run_1/closeup.png
Window x 7 to 27, y 7 to 27 um. Cells in gray, sequential cells in the stronger gray; small squares are vias.
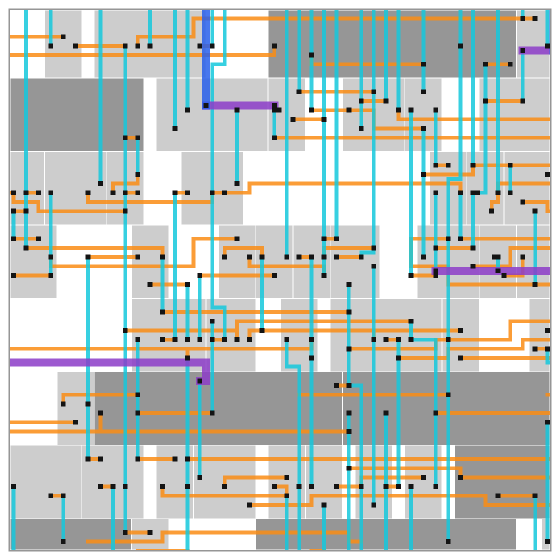
run_1/layers.png
Bar = 20 um.
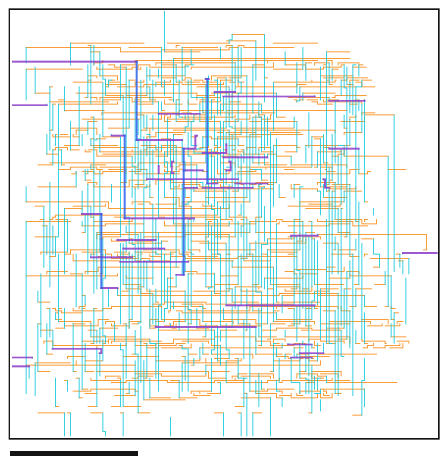
run_1/clock_nets.png
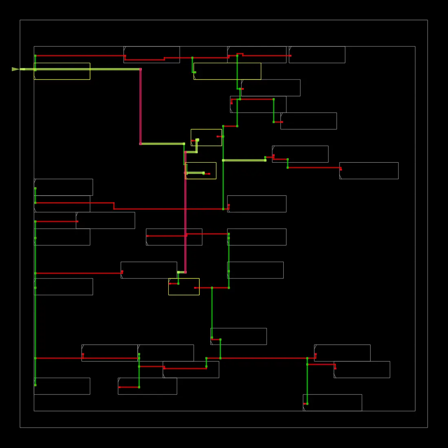
run_1/clock_wires.png
Bar = 20 um.
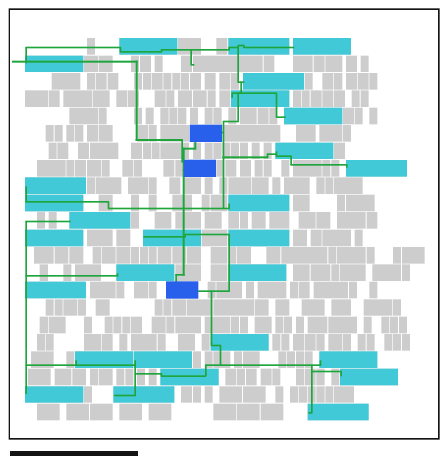
--- src/rtl/freq_div_prog.sv ---
// Programmable clock divider: N-cycle output period, HI = N>>1 high cycles, glitch-free divisor reload at wrap.
// Optional tick counter output enabled by defining FREQ_DIV_PROG_TICK_CNT_EN.
`timescale 1ns/1ps
module freq_div_prog #(
   parameter int unsigned WIDTH    = 8,
   parameter int unsigned DIV_INIT = 100
) (
   input  logic             clk,
   input  logic             reset,
   input  logic             en,
   input  logic [WIDTH-1:0] div_value,
   input  logic             div_load,
   output logic             clk_div,
   output logic             tick,
   output logic             pending,
   output logic             div_err
`ifdef FREQ_DIV_PROG_TICK_CNT_EN
   ,
   output logic [15:0]      tick_cnt
`endif
);

   localparam logic [WIDTH-1:0] INIT_N = WIDTH'(DIV_INIT);
   localparam logic [WIDTH-1:0] MIN_N  = WIDTH'(2);
   localparam logic [WIDTH-1:0] ONE    = WIDTH'(1);

   logic [WIDTH-1:0] n_q, cnt_q, shadow_q;
   logic [WIDTH-1:0] load_val, last_cur, n_nxt, cnt_nxt, shadow_nxt, hi_nxt, last_nxt;
   logic             wrap, pending_nxt, clk_div_nxt, tick_nxt, err_nxt;

   // Next-state: divisor takes effect only at a wrap or while idle, so no period is ever truncated.
   always_comb begin
      n_nxt       = n_q;
      cnt_nxt     = cnt_q;
      shadow_nxt  = shadow_q;
      pending_nxt = pending;
      clk_div_nxt = 1'b0;
      tick_nxt    = 1'b0;
      load_val    = (div_value < MIN_N) ? MIN_N : div_value;
      err_nxt     = div_err | (div_load & (div_value < MIN_N));
      last_cur    = n_q - ONE;
      wrap        = (cnt_q >= last_cur);

      if (!en || wrap) begin
         if (div_load) begin
            n_nxt      = load_val;
            shadow_nxt = load_val;
         end else if (pending) begin
            n_nxt = shadow_q;
         end
         pending_nxt = 1'b0;
      end else if (div_load) begin
         shadow_nxt  = load_val;
         pending_nxt = 1'b1;
      end

      last_nxt = n_nxt - ONE;
      hi_nxt   = n_nxt >> 1;

      if (!en) begin
         cnt_nxt = last_nxt;
      end else begin
         cnt_nxt     = wrap ? '0 : (cnt_q + ONE);
         clk_div_nxt = (cnt_nxt < hi_nxt);
         tick_nxt    = (cnt_nxt == last_nxt);
      end
   end

   always_ff @(posedge clk or negedge reset) begin
      if (!reset) begin
         n_q      <= INIT_N;
         cnt_q    <= INIT_N - ONE;
         shadow_q <= INIT_N;
         pending  <= 1'b0;
         clk_div  <= 1'b0;
         tick     <= 1'b0;
         div_err  <= 1'b0;
      end else begin
         n_q      <= n_nxt;
         cnt_q    <= cnt_nxt;
         shadow_q <= shadow_nxt;
         pending  <= pending_nxt;
         clk_div  <= clk_div_nxt;
         tick     <= tick_nxt;
         div_err  <= err_nxt;
      end
   end

`ifdef FREQ_DIV_PROG_TICK_CNT_EN
   // Counts completed output periods, free-running wrap at 16 bits.
   always_ff @(posedge clk or negedge reset) begin
      if (!reset) begin
         tick_cnt <= 16'd0;
      end else if (tick) begin
         tick_cnt <= tick_cnt + 16'd1;
      end
   end
`endif

endmodule

--- config.mk ---
export PLATFORM = sky130hd
export DESIGN_NAME = freq_div_prog
export DESIGN_NICKNAME = d
export VERILOG_FILES = /design/src/rtl/freq_div_prog.sv
export SDC_FILE = /design/constraint.sdc
export NUM_CORES = 1
export LEC_CHECK = 0
export ABC_AREA = 1
export CORE_MARGIN = 2
export CORE_UTILIZATION = 60
export DETAILED_ROUTE_END_ITERATION = 6
export MAX_ROUTING_LAYER = met4
export PLACE_DENSITY = 0.81
export SLEW_MARGIN = 20
export SYNTH_ARGS = -nofsm -noshare
export SYNTH_HDL_FRONTEND = slang
export SYNTH_SLANG_ARGS = --single-unit
--- constraint.sdc ---
create_clock -name clk -period 3.8 [get_ports clk]
set_clock_uncertainty 0.1 [all_clocks]
set_input_delay 0.38 -clock clk [delete_from_list [all_inputs] [get_ports clk]]
set_output_delay 0.38 -clock clk [all_outputs]
set_load 0.02 [all_outputs]
==> results.json, run 1 <==
{
  "postSynthSeqShare_pct": 30.0,
  "slew_viol_final": 0,
  "areaGrowthSynthToFinish_pct": 15.3,
  "whs_ps": 364,
  "finalSetupViolCount": 0,
  "slowest_stage": "dfrtp_1",
  "hold_viol_final": 0,
  "viasPerCell": 5.45,
  "timing.rr.start": "n_q[0]",
  "slew_headroom_pct": 64.9,
  "clk_pin_slew_ps": 110,
  "final_common_cell": "nand2_1",
  "lay_top_cells": "93 x nand2_1, 39 x inv_1, 27 x nand3_1, 18 x nor2_1, 18 x dfrtp_1",
  "dr_wl_met2_um": 2610,
  "startpoint_type": "flop",
  "finalCriticalPeriod_ps": 3560,
  "status": "finished, final reports clean",
  "core_area_um2": 3740,
  "m1WireLength_um": 2680,
  "place_area_um2": 2540,
  "stdcell_count": 401,
  "worstReg2RegEnd": "clk_div",
  "grt_util_met2_pct": 43.3,
  "antenna_found_initial": 0,
  "synth_area_per_cell_um2": 7.24,
  "postCtsSetupRepairBufs": 0,
  "grt.busiest_layer": "met2",
  "place_congestion": 0.911,
  "die-area_um2": 4470,
  "numCtsBuffers": 3,
  "drive_gt1_share_pct": 21.5,
  "wl_met3_um": 236,
  "syn_area_um2": 2370,
  "die_y_um": 66.9,
  "route.detailed.drc": 0,
  "dpl_worst_slack_ps": 164,
  "ios": 16,
  "slowest_delay_ps": 400
}
## Picture notes: closeup.png
- M2: cyan
- M1: orange
- M3: purple
- M4: blue
- cells with their middle in the window: 40
- sequential cells in the window: 4
- most frequent: nand2_1 (15)
- netlist names of flops here include: shadow_q (2)

## Picture notes: layers.png
- M2: cyan (wire length 2610 um)
- M1: orange (wire length 2680 um)
- M3: purple (wire length 236 um)
- M4: blue (wire length 72.8 um)
Post-Route WL: 5600 um
GRT Overall Usage: 28.0%
via total after detailed routing: 2184
post-DR wirelength/cell: 14.0 um

## Picture notes: clock_nets.png
clkbuf count: 3
CTS sink cnt: 28
num sequential: 28
Late-Pin Clk Latency: 290 ps

## Picture notes: clock_wires.png
- clock wires: green (length 388 um)
- flip-flops: cyan (count 28)
- clock-net drivers: blue (count 3)
- flops lie: widely spread
- routed clock nets: 4

run 1: Yosys cell counts (all sizes together):
cell,count,area (um2)
a21boi,2,15.0
a21o,2,15.0
a21oi,5,25.0
a22oi,1,7.51
and2,1,6.26
buf,6,63.8
clkbuf,1,3.75
clkinv,1,3.75
dfrtp,18,450
dfstp,10,263
ha,17,213
inv,46,173
nand2,118,553
nand3,29,155
nand3b,2,15.0
nand4,13,93.8
nor2,25,121
nor3,6,35.0
o21ai,17,92.6
o21bai,1,7.51
xnor2,2,17.5
xor2,5,43.8
run 1: worst max-delay path by stage:
stage / start / end / slack (ps) / cells past startpoint
3_5_place_dp: n_q[0] / tick / 160 / 24
6_report: n_q[0] / clk_div / 240 / 22
4_1_cts: n_q[0] / tick / 70 / 24
3_3_place_gp: n_q[0] / tick / 380 / 24
2_1_floorplan: n_q[0] / tick / 610 / 24
5_1_grt: n_q[0] / clk_div / -8 / 22
run 1: cell families after synthesis:
kind of cell / count (synthesis) / synth area share (%)
AND-OR/OR-AND: 28 / 6.85
XOR/XNOR: 7 / 2.58
adder cells (fa/ha/maj): 17 / 8.96
buffers and inverters: 54 / 10.3
flip-flops: 28 / 30.0
AND/OR/NAND/NOR: 194 / 41.3
run 1: cell type report:
| class | instances | area [um2] | share of cell area (%) |
|---|---|---|---|
| Multi-Input combinational cell | 246 | 1460 | 53.2 |
| Sequential cell | 28 | 713 | 26.1 |
| Timing Repair Buffer | 28 | 260 | 9.51 |
| Inverter | 47 | 176 | 6.44 |
| Tap cell | 48 | 60.1 | 2.19 |
| Clock buffer | 3 | 41.3 | 1.51 |
| Clock inverter | 1 | 30.0 | 1.10 |
run 1: registers in the layout, summed over array words and instances, names as in the netlist:
signal	count
cnt_q	8
shadow_q	8
tick	1
div_err	1
n_q	8
clk_div	1
pending	1
run_1/pinout.png
Pins as bars across the die edge, other pins in gray.
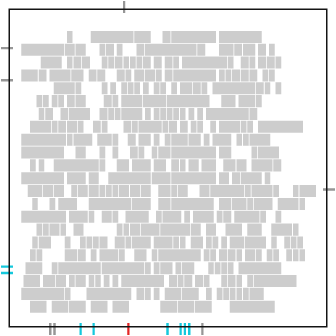

==> run 2: changes to the inputs <==
PLACE_DENSITY = 0.83   (was 0.81)
run_2/pinout.png
Pins as bars across the die edge, other pins in gray.
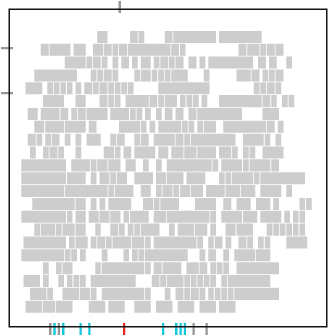
- div_value: cyan (pins 8; direction input; edge bottom)
- pending: red (pins 1; direction output; edge bottom)
- all pins by edge: 13 bottom, 2 left, 1 top
# port buffers: 15
DIE WIDTH: 66.9 um
Die Ht: 66.9 um

run_2/clock_nets.png
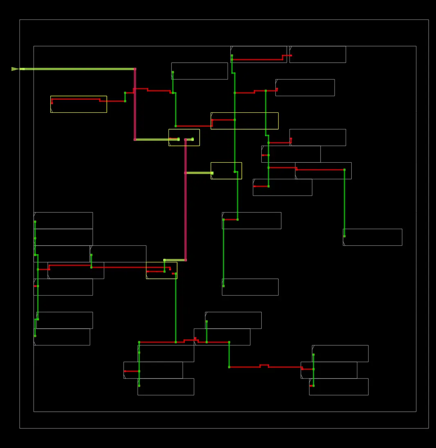
CTS buffer count: 3
Late-Pin Clk Latency: 280 ps

==> run 2 against run 1 <==
  * Highest routed layer unchanged
  * Fmax increased by 1.6%
  * Largest cell class unchanged
  * Wire length shrank 1.9%
  * Critical endpoint is now tick
==> results.json, run 2 <==
{
  "status": "finished, final reports clean",
  "grt.busiest_layer": "met2",
  "core_area_um2": 3740,
  "postCtsSetupRepairBufs": 0,
  "slowest_stage": "dfrtp_1",
  "slowest_delay_ps": 400,
  "route.detailed.drc": 0,
  "dr_wl_met2_um": 2530,
  "syn_area_um2": 2370,
  "wl_um": 5490,
  "finalCriticalPeriod_ps": 3510,
  "place_congestion": 0.909,
  "slew_viol_final": 0,
  "yosysMostFrequentCell": "nand2_1",
  "top_layer_used": "met4",
  "vias": 2152,
  "drive_gt1_share_pct": 18.6,
  "largest_area_cell": "dfrtp_1",
  "grt_util_met2_pct": 43.5,
  "track_usage_pct": 28.6,
  "synth-edff-count": 0,
  "clock-sinks": 28,
  "top_cells_by_count": "94 x nand2_1, 41 x inv_1, 27 x nand3_1",
  "m1WireLength_um": 2510,
  "yosysTopAreaCellShare_pct": 19.0,
  "async_reset_ff_share_pct": 100,
  "yosys_cells": 328,
  "top_cells_by_area": "dfrtp_1 19%, nand2_1 15%, dfstp_2 11%",
  "flop_cell": "dfrtp_1",
  "antenna_found_initial": 0,
  "viasPerCell": 5.42,
  "wl_per_cell_um": 13.8,
  "lay_top_cells": "94 x nand2_1, 41 x inv_1, 27 x nand3_1, 20 x nor2_1, 18 x dfrtp_1",
  "largestRegisters": "cnt_q: 8 flops, n_q: 8 flops, shadow_q: 8 flops",
  "wl_met3_um": 351,
  "clk_pin_slew_ps": 100,
  "ios": 16,
  "die-area_um2": 4470,
  "finalSetupViolCount": 0
}
## run 2: cell counts after synthesis
No cell type changed its count.
## run 2: critical path: cells and delay by family (launching register included)
family,cells,cell delay (ps)
xor+xnor,1,170
compound gates,1,120
buf+inv,4,450
simple gates,15,1410
flops,1,400
fa+ha+maj,3,780
## run 2: layout make-up
type / instances / area, um2 / area share, %
timing repair buffer: 24 / 221 / 8.30
tap: 48 / 60.1 / 2.25
clock inverter: 1 / 30.0 / 1.13
clock buffer: 3 / 41.3 / 1.55
inverter: 47 / 176 / 6.61
sequential: 28 / 713 / 26.7
multi-input combinational: 246 / 1430 / 53.4
## run 2: final timing paths
check,depth (start not counted),startpoint,endpoint,slack [ps]
setup / recovery,24,n_q[0],tick,290
hold / removal,2,reset,clk_div,360
setup reg to reg,24,n_q[0],tick,290
hold reg to reg,2,shadow_q[2],shadow_q[2],370
max in group asynchronous,2,reset,shadow_q[2],2920
min in group clk,2,shadow_q[2],shadow_q[2],370
## run 2: metrics by stage
| stage | std cells | worst slack (ps) |
|---|---|---|
| after floorplan | 328 | 613 |
| after global placement | 388 | 398 |
| after detailed placement | 388 | 226 |
| after CTS | 392 | 177 |
| after global routing | 397 | 18.0 |
| final | 397 | 290 |
## run 2: cells by family after synthesis
family                     synth area share (%)
DFF                                        30.0
adders and majority gates                  8.96
AOI/OAI and AO/OA                          6.85
buffers and inverters                      10.3
and+or+nand+nor                            41.3
xor gates and xnor gates                   2.58
run_2/clock_wires.png
Bar = 20 um.
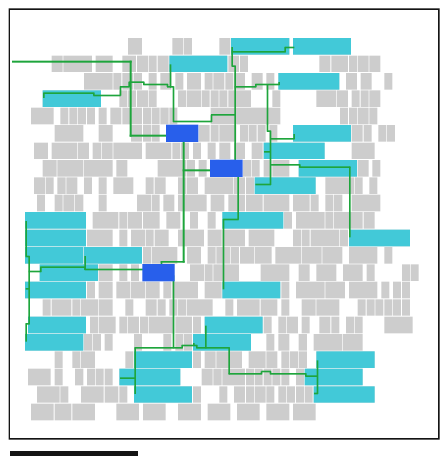

==> run 3: changes to the inputs <==
clock period = 3.4 ns   (was 3.8 ns; I/O delays follow)
run_3/clock_wires.png
Bar = 20 um.
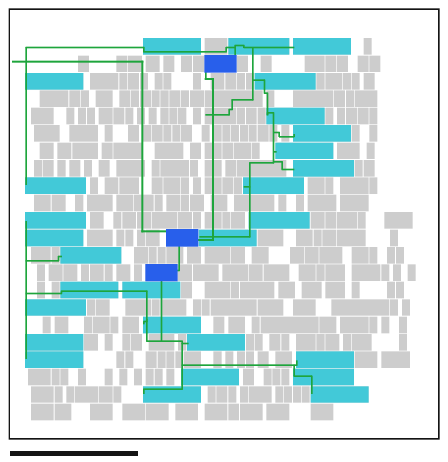
- clock-net drivers: blue (count 3)
- clock wires: green (length 348 um)
- flip-flops: cyan (count 28)
- routed clock nets: 4
- flops lie: widely spread

==> run 3 against run 2 <==
  * Global-route usage fell by 0.85 points
  * Critical path type unchanged
  * Non-clock buffer count rose by 9
  * Fmax rose by 5.6%
==> results.json, run 3 <==
{
  "largest_area_cell": "dfrtp_1",
  "final_common_cell": "nand2_1",
  "r2r_slack_ps": 80,
  "yosysTopAreaCellShare_pct": 19.0,
  "hold_viol_final": 0,
  "track_usage_pct": 27.8,
  "route.detailed.drc": 0,
  "finalCriticalPeriod_ps": 3320,
  "whs_ps": 327,
  "fp.dieW_um": 66.9,
  "largestRegisters": "cnt_q: 8 flops, n_q: 8 flops, shadow_q: 8 flops",
  "yosysMostFrequentCell": "nand2_1",
  "ios": 16,
  "synth-edff-count": 0,
  "clock-sinks": 28,
  "core_area_um2": 3740,
  "drive_gt1_share_pct": 25.4,
  "viasPerCell": 5.38,
  "numCtsBuffers": 3,
  "io_buffers": 15,
  "wl_per_cell_um": 14.2,
  "top_cells_by_count": "94 x nand2_1, 41 x inv_1, 27 x nand3_1",
  "startpoint_type": "flop",
  "postSynthSeqShare_pct": 30.0,
  "place_congestion": 0.890,
  "status": "finished, final reports clean",
  "die_y_um": 66.9,
  "wl_um": 5780
}
run_3/closeup.png
Window x 7 to 27, y 7 to 27 um. Cells in gray, sequential cells in the stronger gray; small squares are vias.
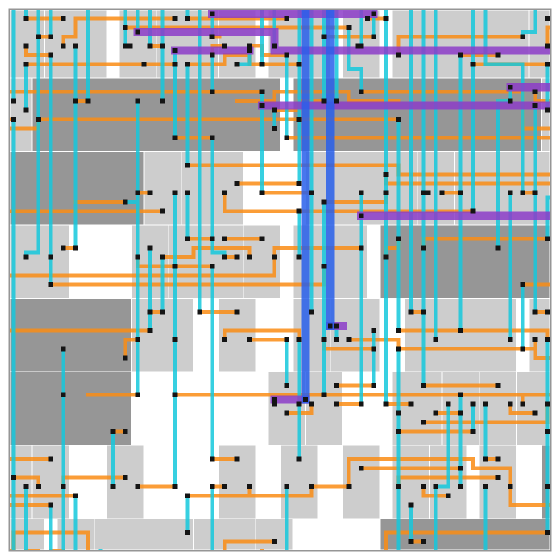
- M3: purple
- M2: cyan
- M1: orange
- M4: blue
- cells with their middle in the window: 44
- most frequent: nand2_1 (20), nand2_2 (5)
- sequential cells in the window: 4
- netlist names of flops here include: n_q (2)

[run 3: cell counts after synthesis]
No cell type changed its count.
[run 3: logic make-up (layout without fill, tap and decap cells)]
family / Yosys count / after routing / synth area share (%)
simple gates: 194 / 194 / 41.3
buf+inv: 54 / 84 / 10.3
xor+xnor: 7 / 7 / 2.58
compound gates: 28 / 28 / 6.85
fa+ha+maj: 17 / 17 / 8.96
flops: 28 / 28 / 30.0
[run 3: worst max-delay path, cell delays in order (launching register included)]
cell      delay [ps]
dfrtp_1          440
inv_2            100
buf_4            130
nand4_1          150
nor3_2           160
xnor2_1          140
ha_1             270
a21o_1           220
nor2_4           200
nand3_4          160
nand2_4          100
nand2_4           70
ha_4             280
o21bai_1         100
inv_1             50
nor2_1           100
nand3_1           70
nor2_1           110
nand2_1           70
nor2_2            90
nand3_1           60
nor2_1            90
[run 3: metrics by stage]
stage               instances  setup WS (ps)
floorplan                 328            213
global placement          391            176
detailed placement        391           40.2
CTS                       395           25.7
global route              406          -97.5
finish                    406           76.7
[run 3: per-layer routing]
layer	global-route usage (%)	share of wire, %	vias up
met2	45.0	48	51
met1	36.9	45	1012
li1	-	-	1112
met5	-	0	-
met3	2.53	4.8	11
met4	8.93	1.9	0
[run 3: layout make-up]
cell class,count,area [um2]
clock buffer,4,55.1
sequential,28,713
fill,287,907
inverter,47,179
timing repair buffer,33,309
multi-input combinational,246,1520
tap,48,60.1
[run 3: final timing paths]
check | startpoint | endpoint | cells past startpoint
setup reg to reg | n_q[0] | tick | 21
hold reg to reg | shadow_q[2] | shadow_q[2] | 2
hold / removal | reset | shadow_q[4] | 2
max in group asynchronous | reset | shadow_q[2] | 2
setup / recovery | n_q[0] | tick | 21
min in group clk | shadow_q[2] | shadow_q[2] | 2
